--- config.mk ---
export PLATFORM = sky130hd
export DESIGN_NAME = ir_remote_tx
export DESIGN_NICKNAME = d
export VERILOG_FILES = /design/src/rtl/ir_remote_pkg.sv /design/src/rtl/ir_remote_tx.sv
export SDC_FILE = /design/constraint.sdc
export NUM_CORES = 1
export LEC_CHECK = 0
export CORE_UTILIZATION = 62
export CTS_BUF_LIST = sky130_fd_sc_hd__clkbuf_8
export DETAILED_ROUTE_END_ITERATION = 8
export HOLD_SLACK_MARGIN = 0.02
export PLACE_DENSITY_LB_ADDON = 0.08
export SLEW_MARGIN = 10
export SYNTH_ARGS = -nofsm -noshare
export SYNTH_HDL_FRONTEND = slang
export SYNTH_SLANG_ARGS = --single-unit
--- constraint.sdc ---
create_clock -name clk -period 5 [get_ports clk]
set_input_delay 1 -clock clk [delete_from_list [all_inputs] [get_ports clk]]
set_output_delay 1 -clock clk [all_outputs]
set_load 0.005 [all_outputs]
--- src/rtl/ir_remote_pkg.sv ---
// Shared definitions for the 3-bit IR remote link (transmitter and receiver).
// Button codes, code validity check, default frame timing and tx FSM states.
package ir_remote_pkg;

    localparam logic [2:0] BTN_A = 3'b001;
    localparam logic [2:0] BTN_B = 3'b010;
    localparam logic [2:0] BTN_C = 3'b011;
    localparam logic [2:0] BTN_D = 3'b100;
    localparam logic [2:0] BTN_E = 3'b110;

    // Frame timing in clock cycles, measured from frame cycle 0.
    localparam int DEF_T_START  = 8;
    localparam int DEF_T_B2_END = 18;
    localparam int DEF_T_B1_END = 30;
    localparam int DEF_T_B0_END = 46;
    localparam int DEF_T_GAP    = 16;
    localparam int DEF_CNT_W    = 8;

    typedef enum logic [2:0] {
        S_IDLE,
        S_START,
        S_BIT2,
        S_BIT1,
        S_BIT0,
        S_GAP
    } tx_state_e;

    function automatic logic is_valid_code(input logic [2:0] c);
        logic ok;
        case (c)
            BTN_A, BTN_B, BTN_C,
            BTN_D, BTN_E: ok = 1'b1;
            default:      ok = 1'b0;
        endcase
        return ok;
    endfunction

endpackage

--- src/rtl/ir_remote_tx.sv ---
// IR remote transmitter: serialises a 3-bit button code onto idle-high irda.
// Ports: clk, rst (async, active-high), start, code[2:0] in;
//        irda, busy, done, err, frame_cnt[1:0] out.
module ir_remote_tx
    import ir_remote_pkg::*;
#(
    parameter int T_START  = DEF_T_START,
    parameter int T_B2_END = DEF_T_B2_END,
    parameter int T_B1_END = DEF_T_B1_END,
    parameter int T_B0_END = DEF_T_B0_END,
    parameter int T_GAP    = DEF_T_GAP,
    parameter int CNT_W    = DEF_CNT_W
) (
    input  logic       clk,
    input  logic       rst,
    input  logic       start,
    input  logic [2:0] code,
    output logic       irda,
    output logic       busy,
    output logic       done,
    output logic       err,
    output logic [1:0] frame_cnt
);

    // Last timer value of each segment; the timer runs continuously
    // from 0 through the whole frame and gap.
    localparam logic [CNT_W-1:0] START_LAST = CNT_W'(T_START - 1);
    localparam logic [CNT_W-1:0] B2_LAST    = CNT_W'(T_B2_END - 1);
    localparam logic [CNT_W-1:0] B1_LAST    = CNT_W'(T_B1_END - 1);
    localparam logic [CNT_W-1:0] B0_LAST    = CNT_W'(T_B0_END - 1);
    localparam logic [CNT_W-1:0] GAP_LAST   = CNT_W'(T_B0_END + T_GAP - 1);

    tx_state_e        state, state_n;
    logic [CNT_W-1:0] timer, timer_n;
    logic [2:0]       code_q, code_n;
    logic             irda_n;
    logic             busy_n;
    logic             done_n;
    logic             err_n;
    logic [1:0]       cnt_n;

    always_ff @(posedge clk or posedge rst) begin
        if (rst) begin
            state     <= S_IDLE;
            timer     <= '0;
            code_q    <= '0;
            irda      <= 1'b1;
            busy      <= 1'b0;
            done      <= 1'b0;
            err       <= 1'b0;
            frame_cnt <= '0;
        end else begin
            state     <= state_n;
            timer     <= timer_n;
            code_q    <= code_n;
            irda      <= irda_n;
            busy      <= busy_n;
            done      <= done_n;
            err       <= err_n;
            frame_cnt <= cnt_n;
        end
    end

    always_comb begin
        state_n = state;
        timer_n = timer;
        code_n  = code_q;
        done_n  = 1'b0;
        err_n   = 1'b0;
        cnt_n   = frame_cnt;

        unique case (state)
            S_IDLE: begin
                if (start) begin
                    if (is_valid_code(code)) begin
                        state_n = S_START;
                        timer_n = '0;
                        code_n  = code;
                    end else begin
                        err_n = 1'b1;
                    end
                end
            end
            S_START: begin
                timer_n = timer + 1'b1;
                if (timer == START_LAST)
                    state_n = S_BIT2;
            end
            S_BIT2: begin
                timer_n = timer + 1'b1;
                if (timer == B2_LAST)
                    state_n = S_BIT1;
            end
            S_BIT1: begin
                timer_n = timer + 1'b1;
                if (timer == B1_LAST)
                    state_n = S_BIT0;
            end
            S_BIT0: begin
                timer_n = timer + 1'b1;
                if (timer == B0_LAST)
                    state_n = S_GAP;
            end
            S_GAP: begin
                if (timer == GAP_LAST) begin
                    state_n = S_IDLE;
                    timer_n = '0;
                    done_n  = 1'b1;
                    cnt_n   = frame_cnt + 2'd1;
                end else begin
                    timer_n = timer + 1'b1;
                end
            end
            default: begin
                state_n = S_IDLE;
                timer_n = '0;
            end
        endcase
    end

    // irda is registered from the next state so the line changes only on
    // posedge and already shows segment n during frame cycle n.
    always_comb begin
        irda_n = 1'b1;
        unique case (state_n)
            S_START: irda_n = 1'b0;
            S_BIT2:  irda_n = code_n[2];
            S_BIT1:  irda_n = code_n[1];
            S_BIT0:  irda_n = code_n[0];
            default: irda_n = 1'b1;
        endcase
    end

    assign busy_n = (state_n != S_IDLE);

endmodule
Fig. 1: run 1, where the registers sit
Other sequential cells in the stronger grey, the rest of the logic in the fainter grey.
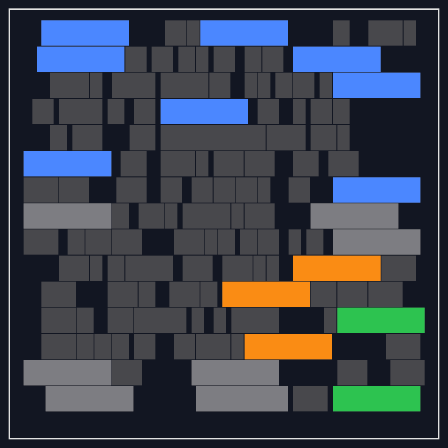
| colour | name in the netlist | sequential cells |
|---|---|---|
| green | frame_cnt | 2 |
| orange | state | 3 |
| blue | timer | 8 |
not coloured: 7

Fig. 2: run 1, wire density map
The die is cut into 9 by 9 equal tiles; dark blue is low, red is high, scaled to the fullest tile. Values are wire area over tile area, all layers added.
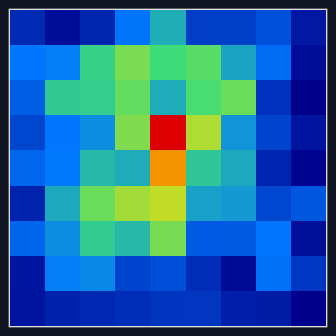
tiles over half the peak: 16%
densest ninth of the die: centre
fullest tile: 0.65
emptiest ninth of the die: lower right

Fig. 3: run 1, cell classes on the final placement
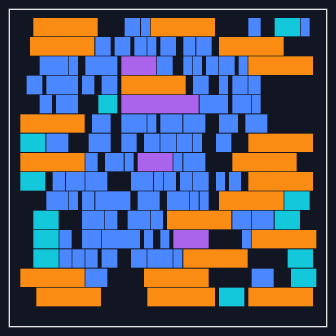
| colour | class | cells | share of their area |
|---|---|---|---|
| orange | registers | 20 | 39% |
| purple | clock drivers and dummy loads | 4 | 5.6% |
| cyan | remaining buffers and delay cells | 12 | 9.2% |
| blue | remaining logic cells | 92 | 46% |
post-layout util: 0.7707
Std-Cell Core Area: 1708 µm²
sequential cell area share: 0.3812

==> summary.txt, run 1 <==
The flow run is done. Largest net degree at the start of global routing landed at 21. Critical-path maximum fanout landed at 4. Average via count per standard cell landed at 6.170. For this block, the routed nets add up to 2168 µm of wire. The via count of the first global-routing pass is 766. On the critical path the data arrives at 2.81 ns.

Initial antenna violation count landed at 0. Setup slack after placement landed at 2.099 ns. The global route stage reports its total congestion overflow as 0. The worst setup path is of the in2reg kind. Worst max-slew margin expressed relative to the limit landed at 0.5103. Of all flip-flops after synthesis, the portion carrying an async set or reset was 1.000. Warnings raised by the tools during the run amount to 27. OpenSTA lists the critical path startpoint as start. Buffers inserted during clock tree synthesis total 3. Signal routing reaches up to met4. Post-DP HPWL landed at between 1500 and 2000 µm. In the global route stage, overall resource usage came out at 0.2442. STA classifies the critical path startpoint as an input pin.

Total met2 wirelength after detailed routing landed at 957 µm. Cell count of the worst hold path landed at 1. Ranked by instance count, the synthesized netlist is headed by dfrtp_1 (19), nand2_1 (8), o21ai_0 (8). Post-cts repair resize count landed at 0.

Detailed route wirelength on metal3 landed at 142 µm. In this run the critical register-to-register path is captured at irda$_DFF_PP1_. Number of synthesis warnings landed at 0. The path class of the tightest hold or removal check is reg2reg. Number of nets at the end of the flow landed at 137.

For hold timing, the worst endpoint is frame_cnt[1]$_DFFE_PP0P_. Setup violations remaining at the end of the flow were counted as 0. Looking at the clock tree report, the maximum root-to-sink buffer count equals 2.

Count of inserted antenna diode cells landed at 0. After filler insertion, the fill cell instance count of the layout stands at 120. In this run the layout overhead on the synthesized area is reported as 17.15%. Design area landed at 1316 µm². The layout summary lists the proportion of cells stronger than drive strength 1 as 0.1172. The flow ran to the end, and the final reports show no timing, DRC or antenna violations.

The chip occupies 1986 µm². Peak supply drop landed at 0.0003855 V. Including well taps, the total number of placed cells is 149.

Setup total negative slack on the finished layout was measured at 0 ns. Average footprint of a synthesized cell landed at a little under 10 µm². Looking at the post-CTS report, the setup buffer insertion count equals 0. Setup clock skew after layout landed at roughly 0.0012 ns.

In this run the clock root is driven by a clkbuf_8. The cell type that accounts for the most area after synthesis is dfrtp_1. Of the synthesized area, sequential elements account for 0.4465.

Detailed-route iteration 0 reported a violation count of roughly 40. The run reported a max-capacitance violation count of 0. The synthesized design contains 0 enable-type register cells. Routing resource usage on met3 recorded by global route was 0.03673. For the worst min-delay path, the startpoint reported by OpenROAD is frame_cnt[1]$_DFFE_PP0P_. Total count of max-transition violations in the final report landed at 0.

Number of buffer cells added on primary ports landed at 11. Leakage power landed at 0.5465 nW. In the Yosys report the total cell count is between 100 and 150. Power density normalized to cell area landed at 532.6 nW/µm². The gate-level netlist out of Yosys references 45 unique cell types. Top cell type's share of synthesized area landed at 0.4232.

Count of unresolved DRC violations after routing landed at 0. Number of instances in the synthesized netlist landed at roughly 120. Deepest level of the CTS H-tree landed at 1.

Die height landed at between 40 and 50 µm. Per the post-route antenna check, the number of violating nets is 0.
## run 1: power breakdown
part / internal (mW) / switching (mW)
Clock: 0.107 / 0.0530
Combinational: 0.127 / 0.125
Sequential: 0.215 / 0.0746
Total: 0.448 / 0.253
## run 1: area by class of cell
| type | instances | area (µm²) | area share |
|---|---|---|---|
| Clock buffer | 3 | 41.29 | 0.03137 |
| Clock inverter | 1 | 30.03 | 0.02281 |
| Inverter | 7 | 26.28 | 0.01996 |
| Multi-Input combinational cell | 85 | 568.0 | 0.4316 |
| Sequential cell | 20 | 501.7 | 0.3812 |
| Tap cell | 25 | 31.28 | 0.02376 |
| Timing Repair Buffer | 12 | 117.6 | 0.08935 |
## run 1: kinds of logic (layout without fill, tap and decap cells)
group,Yosys count,count (layout),synth area share
DFF,20,20,0.4466
adders and majority gates,2,2,0.02227
xor gates and xnor gates,3,3,0.02339
AOI/OAI and AO/OA,34,34,0.1982
buffers and inverters,12,23,0.04788
muxes,3,3,0.03229
and+or+nand+nor,43,43,0.2294
## run 1: placed cells by master (no fill, tap or decap), types with 3 or more instances in the layout
| master | n |
|---|---|
| clkdlybuf4s50_1 | 11 |
| o21ai_0 | 8 |
| a31oi_1 | 4 |
| nand4_1 | 6 |
| clkbuf_8 | 3 |
| nand2_1 | 8 |
| a21oi_1 | 7 |
| dfrtp_1 | 19 |
| a22o_1 | 3 |
| nor3_1 | 3 |
| inv_1 | 7 |
| nor2_1 | 7 |
## run 1: sequential cells by signal (all words and copies together) (netlist names)
register	count
state	3
frame_cnt	2
code_q	3
irda	1
done	1
err	1
busy	1
timer	8
## run 1: worst max-delay path: stages
cell and delay (ns):
clkdlybuf4s50_1 0.51, or4b_4 0.50, a211o_1 0.28, mux2_4 0.32, a21oi_2 0.13, mux2i_1 0.07
Fig. 4: run 1, clock nets
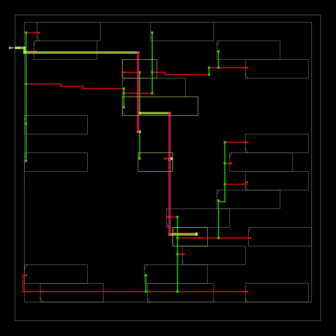

==> run 2, diff against run 1 <==
- CORE_UTILIZATION: 62 -> 57
- clock period: 5 -> 2.6 ns (I/O delays scaled with it)
Fig. 5: run 2, clock nets
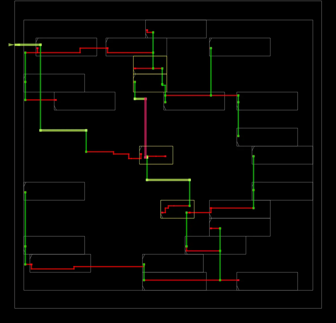
setup skew after layout: 0.001405 ns
count of clock tree sinks: 20
flip-flops: 20

Fig. 6: run 2, wire density map
The die is cut into 9 by 9 equal tiles; dark blue is low, red is high, scaled to the fullest tile. Values are wire area over tile area, all layers added.
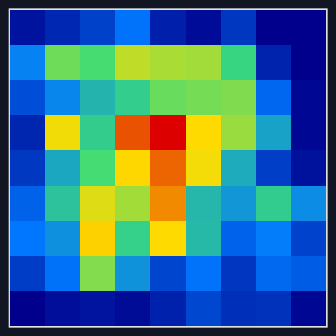
tiles over half the peak: 28%
mean over tiles: 0.17
fullest tile: 0.49
total routing resource utilization after global routing: 0.2428
number of vias after detailed routing: 955

==> run 2 against run 1 <==
Against the previous run:
- utilization is 4.2 points lower
- non-clock buffer count unchanged
- critical path depth did not move
- die area increased by 8.4%
- cell area is 1.2% lower
- area after synthesis is the same
- clock-buffer cell count rose by 1
- first-iteration DRC count decreased by 20%
- synthesized cell count unchanged
- worst hold slack better by 0.020 ns
- setup slack lost 1.9 ns
==> summary.txt, run 2 <==
The flow run is done. Count of buffers added by post-CTS timing repair for setup landed at 0 (unchanged). The die area is 2153 µm² (+8.4%). Clock buffer count from CTS landed at 3 (unchanged). Number of instances in the synthesized netlist landed at 117 (unchanged). Number of OpenROAD warnings landed at 27 (unchanged).

Clock tree synthesis selected as its root buffer the cell clkbuf_8. Post-DP HPWL landed at 1585 µm (+4.5%). Ranked by total area, the top cell class in this layout is logic gates.

The count of routing violations after the opening detailed-route iteration was 32 (-20%). The clock distribution area overhead in the final layout is 0.04235 (-0.01183). The area of the core region is 1783 µm² (+4.4%). The flow ran to the end, and the final reports show no timing, DRC or antenna violations. The critical-path maximum fanout came to 4 (unchanged). The count of clock-net buffers in the final layout came to 4 (+1). The largest registers in the layout are timer (8), code_q (3), state (3).

The multi-input combinational cell count is 85 (unchanged). Number of buffer cells added on primary ports landed at 11 (unchanged). The count of distinct cell types in the synthesized netlist came to 45 (unchanged). The average via count per standard cell is 6.242 (+1.2%). Looking at the reg2reg group, the worst path ends at irda$_DFF_PP1_.

The number of well taps is 25 (unchanged). Total count of max-transition violations in the final report landed at 0 (unchanged). The deepest level of the CTS H-tree is 1 (unchanged). The number of flops mapped to enable cells by yosys was 0 (unchanged). Number of non-clock buffers in the layout landed at 12 (unchanged). Share of cell area taken by flip-flops and latches landed at 0.3859 (+0.004768). Compared with the post-synthesis result, the final layout area differs by 15.70%. The worst setup path is of the in2reg kind. Async set-reset flop share out of synthesis landed at 1.000 (unchanged). Logic gate fraction of the total cell area landed at 0.4370 (+0.005398). The setup slack after placement came to 0.1899 ns (-1.909 ns). The count of inserted antenna diode cells is 0 (unchanged). Number of flip-flops under the largest register name landed at 8 (unchanged). STA classifies the critical path startpoint as an input pin. Maximum buffer depth of the clock tree landed at 2 (unchanged).

Leakage power landed at 0.5396 nW (-1.3%). Share of the yosys chip area belonging to registers landed at 0.4465 (unchanged). The number of signal-net inverters in the final layout was 7 (unchanged).

Power density normalized to cell area landed at 981.2 nW/µm² (+84%). Largest net degree at the start of global routing landed at 21 (unchanged). The synthesis run shows the most used standard cells to be dfrtp_1 (19), nand2_1 (8), o21ai_0 (8). The number of nets at the end of the flow was 137 (unchanged). Per the hold report, the tightest min-delay path originates at frame_cnt[1]$_DFFE_PP0P_. The share of final layout cell area taken by non-clock buffers came to 0.09047 (+0.001118). The via count of the first global-routing pass is 823 (+7.4%).

STA classifies the critical path endpoint as a flop. The overall overflow remaining after global route came to 0 (unchanged). The peak supply drop was 0.0006893 V (+79%). The slowest stage of the critical path is the clkdlybuf4s50_1 cell. The initial antenna violation count is 0 (unchanged). Fraction of final layout cells sized beyond drive strength 1 landed at 0.1172 (unchanged). Cell count in the Yosys report landed at 117 (unchanged). The filler cell count was 135 (+13%).

The count of final setup violators was 0 (unchanged). The register with the most flip-flops in the final layout is timer. The cell count of the worst hold path is 1 (unchanged). The most common logic cell in the final layout is dfrtp_1. Count of antenna-violating nets left after detailed routing landed at 0 (unchanged).

In this run the worst setup path begins at start. The path class of the tightest hold or removal check is reg2reg. The register area came to 501.7 µm² (unchanged).
run 2: stage by stage:
| stage | util | power (mW) | hold WS (ns) | std cells | instance area [µm²] |
|---|---|---|---|---|---|
| 4_1_cts | 0.7291 | 1.272 | 0.4916 | 153 | 1300 |
| 5_1_grt | 0.7291 | 1.374 | 0.4966 | 153 | 1300 |
| 3_5_place_dp | 0.6982 | 1.034 | 0.4807 | 149 | 1245 |
| 6_report | 0.7291 | 1.275 | 0.4873 | 153 | 1300 |
| 3_3_place_gp | 0.6982 | 1.015 | 0.4598 | 149 | 1245 |
| 2_1_floorplan | - | 0.9116 | 0.4678 | 117 | 1124 |
run 2: critical path: cells and delay by family:
family	cells	cell delay (ns)
compound gates	2	0.41
buf+inv	1	0.51
mux	2	0.38
simple gates	1	0.50
run 2: kinds of logic after synthesis:
kind of cell / count (synthesis) / synth area share
and+or+nand+nor: 43 / 0.2294
AOI/OAI and AO/OA: 34 / 0.1982
DFF: 20 / 0.4466
buffers and inverters: 12 / 0.04788
xor gates and xnor gates: 3 / 0.02339
muxes: 3 / 0.03229
adders and majority gates: 2 / 0.02227
run 2: routing by layer:
metal	routed length (µm)	GRT usage	vias up
li1	-	-	452
met1	1043	0.3573	463
met2	1057	0.3667	38
met3	133	0.03529	2
met5	0	0	-
met4	8	0.07059	0
run 2: where the power goes:
part | internal [mW] | total (mW) | switching [mW]
clock | 0.135 | 0.232 | 0.0975
combinational | 0.244 | 0.487 | 0.243
sequential | 0.413 | 0.556 | 0.143
total | 0.792 | 1.28 | 0.483
Fig. 7: run 2, clock wires, drivers and flops
The bar under the picture is 10 µm long.
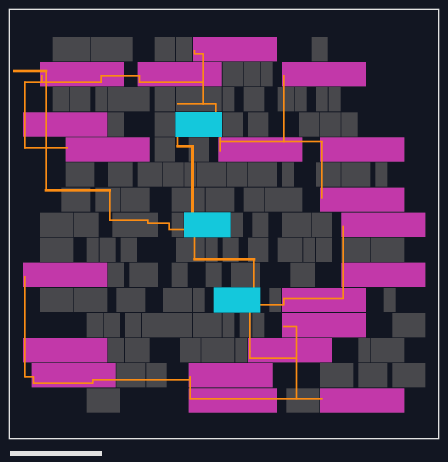

==> run 3, diff against run 2 <==
- CORE_UTILIZATION: 57 -> 52
- clock period: 2.6 -> 1.79 ns (I/O delays scaled with it)
Fig. 8: run 3, clock wires, drivers and flops
The bar under the picture is 10 µm long.
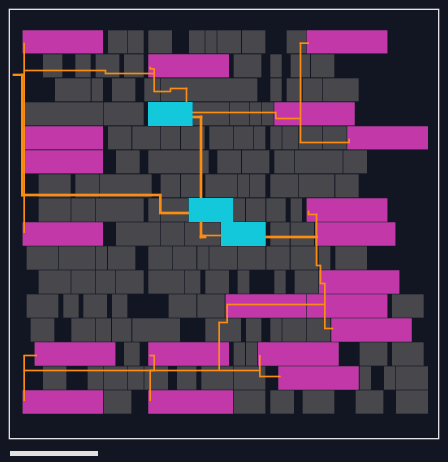
[magenta] flip-flops | count: 20
[orange] clock wires | length: 225 µm
[cyan] clock-net drivers | count: 3
flops lie: spread over the die
setup skew after layout: 0.004140 ns
Clk Latency, worst-skew pair: 0.26 ns
part of the power in the clock network: 0.179
clock group total power: 450 µW

==> run 3 against run 2 <==
Against the previous run:
- the flow now finishes with violations (setup timing)
- utilization is 8.8 points higher
- cell area rose by 26%
- setup slack worse by 0.61 ns
- worst hold slack got worse by 0.12 ns
- combinational power went up to 2.8 times the previous value
- clock power up 94%
- synthesized cell count unchanged
- first-iteration DRC count increased by 78%
- register-to-register slack got worse by 0.62 ns
- via count is 19% higher
==> summary.txt, run 3 <==
The flow run is done. The root buffer cell chosen for the clock tree is clkbuf_8. The number of placed instances, taps included was 176 (+18%). The initial antenna violation count came to 0 (unchanged). The critical path is of the reg2reg type. The setup slack after placement is -0.4626 ns (-0.6525 ns). Number of buffer cells added on primary ports landed at 11 (unchanged). The largest register by flop count is timer. Per STA, the worst path accumulates the most delay in the family simple AND/OR/NAND/NOR gates.

The power drawn by the combinational cells was 1.36 mW (+180%). Looking at the critical path, the single cell with the biggest stage delay is or4b_4. Synthesized flop and latch total landed at 20.

The via count of the first global-routing pass came to 1082 (+31%). The number of instances in the synthesized netlist came to 117 (unchanged). Power drawn by the sequential cells landed at 705 µW (+27%). The number of flip-flops under the largest register name is 8 (unchanged).

Cell count in the Yosys report landed at 117 (unchanged). Logic area landed at 640.6 µm². Count of routing violations after the opening detailed-route iteration landed at 57 (+78%). Worst path setup slack after routing landed at -0.1530 ns. Critical-path maximum fanout landed at 6 (+2).

The register area was 501.7 µm² (unchanged). Per the timing report, the most critical flop-to-flop path finishes at irda$_DFF_PP1_. Peak supply drop landed at 0.001302 V (+89%). The largest part of the power goes to combinational cells. The worst setup path is captured at a flop. Clock buffer count from CTS landed at 3 (unchanged). Die area landed at 2351 µm² (+9.2%). The number of OpenROAD warnings is 30 (+11%). The checks that failed: setup timing. The async set-reset flop share out of synthesis was 1.000 (unchanged). Fraction of final layout cells sized beyond drive strength 1 landed at 0.3585 (+0.2413). Largest net degree at the start of global routing landed at 13 (-38%).

The power density normalized to cell area was 1537 nW/µm² (+57%). Relative contribution of combinational cells to total power landed at 0.540 (+0.158). The worst hold path belongs to the class in2async.

STA classifies the critical path startpoint as a flop. Filler cell count landed at 112 (-17%). Average via count per standard cell landed at 6.129 (-1.8%). Maximum buffer depth of the clock tree landed at 2 (unchanged).

By count the netlist is led by dfrtp_1 (19), nand2_1 (8), o21ai_0 (8). Leakage power landed at 0.7243 nW (+34%). The overall overflow remaining after global route was 0 (unchanged).

The fraction of power spent switching nets came to 0.3677 (-0.01102). The share of the yosys chip area belonging to registers came to 0.4465 (unchanged). The switching power was 924.2 µW (+91%). Design area landed at 1635 µm² (+26%). Overall routing resource usage landed at 0.2965 (+0.05370). Number of standard cells in the final layout excluding fillers landed at 186 (+22%). The count of antenna-violating nets left after detailed routing is 0 (unchanged). The number of nets at the end of the flow is 168 (+23%). The share of the core filled with cells came to 0.8169 (+0.08775).

Count of inserted antenna diode cells landed at 0 (unchanged). From synthesis to final layout, the design area changed by 45.55%. The registers reported with the highest flop counts are timer (8), code_q (3), state (3). Post-DP HPWL landed at 2086 µm (+32%).

Count of final setup violators landed at 3 (+3). The total number of vias is 1140 (+19%). The worst hold margin came to 0.3686 ns (-0.1187 ns). Deepest level of the CTS H-tree landed at 1 (unchanged). The cell-internal power was 1.589 mW (+100%). Number of flops mapped to enable cells by yosys landed at 0 (unchanged). The run finished, with violations left. By instance count after routing, the leading logic cell type is buf_4. The area of placed instances was 1449 µm² (+16%).

Sum of internal, switching and leakage power landed at 2.513 mW (+97%). Count of distinct cell types in the synthesized netlist landed at 45 (unchanged). The area of the core region was 2002 µm² (+12%). Sequential power share landed at 0.281 (-0.155). The total count of max-transition violations in the final report is 0 (unchanged).
Fig. 9: run 3, wire density map
The die is cut into 10 by 10 equal tiles; dark blue is low, red is high, scaled to the fullest tile. Values are wire area over tile area, all layers added.
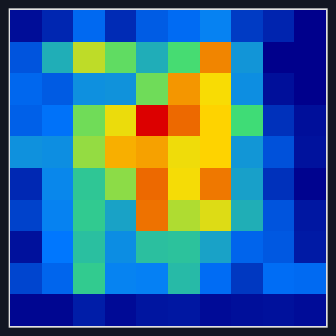
fullest tile: 0.69
emptiest ninth of the die: lower right
nearly empty tiles: 7.0%

==> run 3: cell counts after synthesis <==
Identical to the previous run, type by type.
==> run 3: kinds of logic (layout without fill, tap and decap cells) <==
group	count (synthesis)	count (layout)	share of synthesized area
buffers and inverters	12	54	0.04788
DFF	20	20	0.4466
adders and majority gates	2	2	0.02227
xor gates and xnor gates	3	3	0.02339
AOI/OAI and AO/OA	34	34	0.1982
muxes	3	3	0.03229
and+or+nand+nor	43	43	0.2294
==> run 3: layer usage <==
layer | GRT usage | part of all wire
met1 | 0.4127 | 0.40
met2 | 0.4624 | 0.48
met3 | 0.05031 | 0.11
met4 | 0.1176 | 0.012
met5 | 0 | 0
==> run 3: area by class of cell <==
type | instances | share of cell area
Clock buffer | 3 | 0.02525
Clock inverter | 1 | 0.01836
Inverter | 7 | 0.01607
Multi-Input combinational cell | 85 | 0.3917
Sequential cell | 20 | 0.3068
Tap cell | 27 | 0.02066
Timing Repair Buffer | 43 | 0.2211
==> run 3: timing repair <==
item                       4_1_cts  5_1_grt
resized                         11        6
setup buffers                    6        1
setup endpoints to repair       12       10
pin swaps                        2        3
==> run 3: worst max path at each step <==
| stage | startpoint | end | slack, ns | depth (start not counted) |
|---|---|---|---|---|
| global placement | start | irda$_DFF_PP1_ | -0.38 | 6 |
| floorplan | state[2]$_DFF_PP0_ | irda$_DFF_PP1_ | -0.009 | 6 |
| CTS | state[1]$_DFF_PP0_ | irda$_DFF_PP1_ | -0.14 | 6 |
| finish | state[0]$_DFF_PP0_ | irda$_DFF_PP1_ | -0.15 | 6 |
| global route | state[1]$_DFF_PP0_ | irda$_DFF_PP1_ | -0.21 | 6 |
| detailed placement | timer[0]$_DFFE_PP0P_ | timer[6]$_DFFE_PP0P_ | -0.46 | 6 |
No activity file was given, so power comes from the tool's default toggle rates.
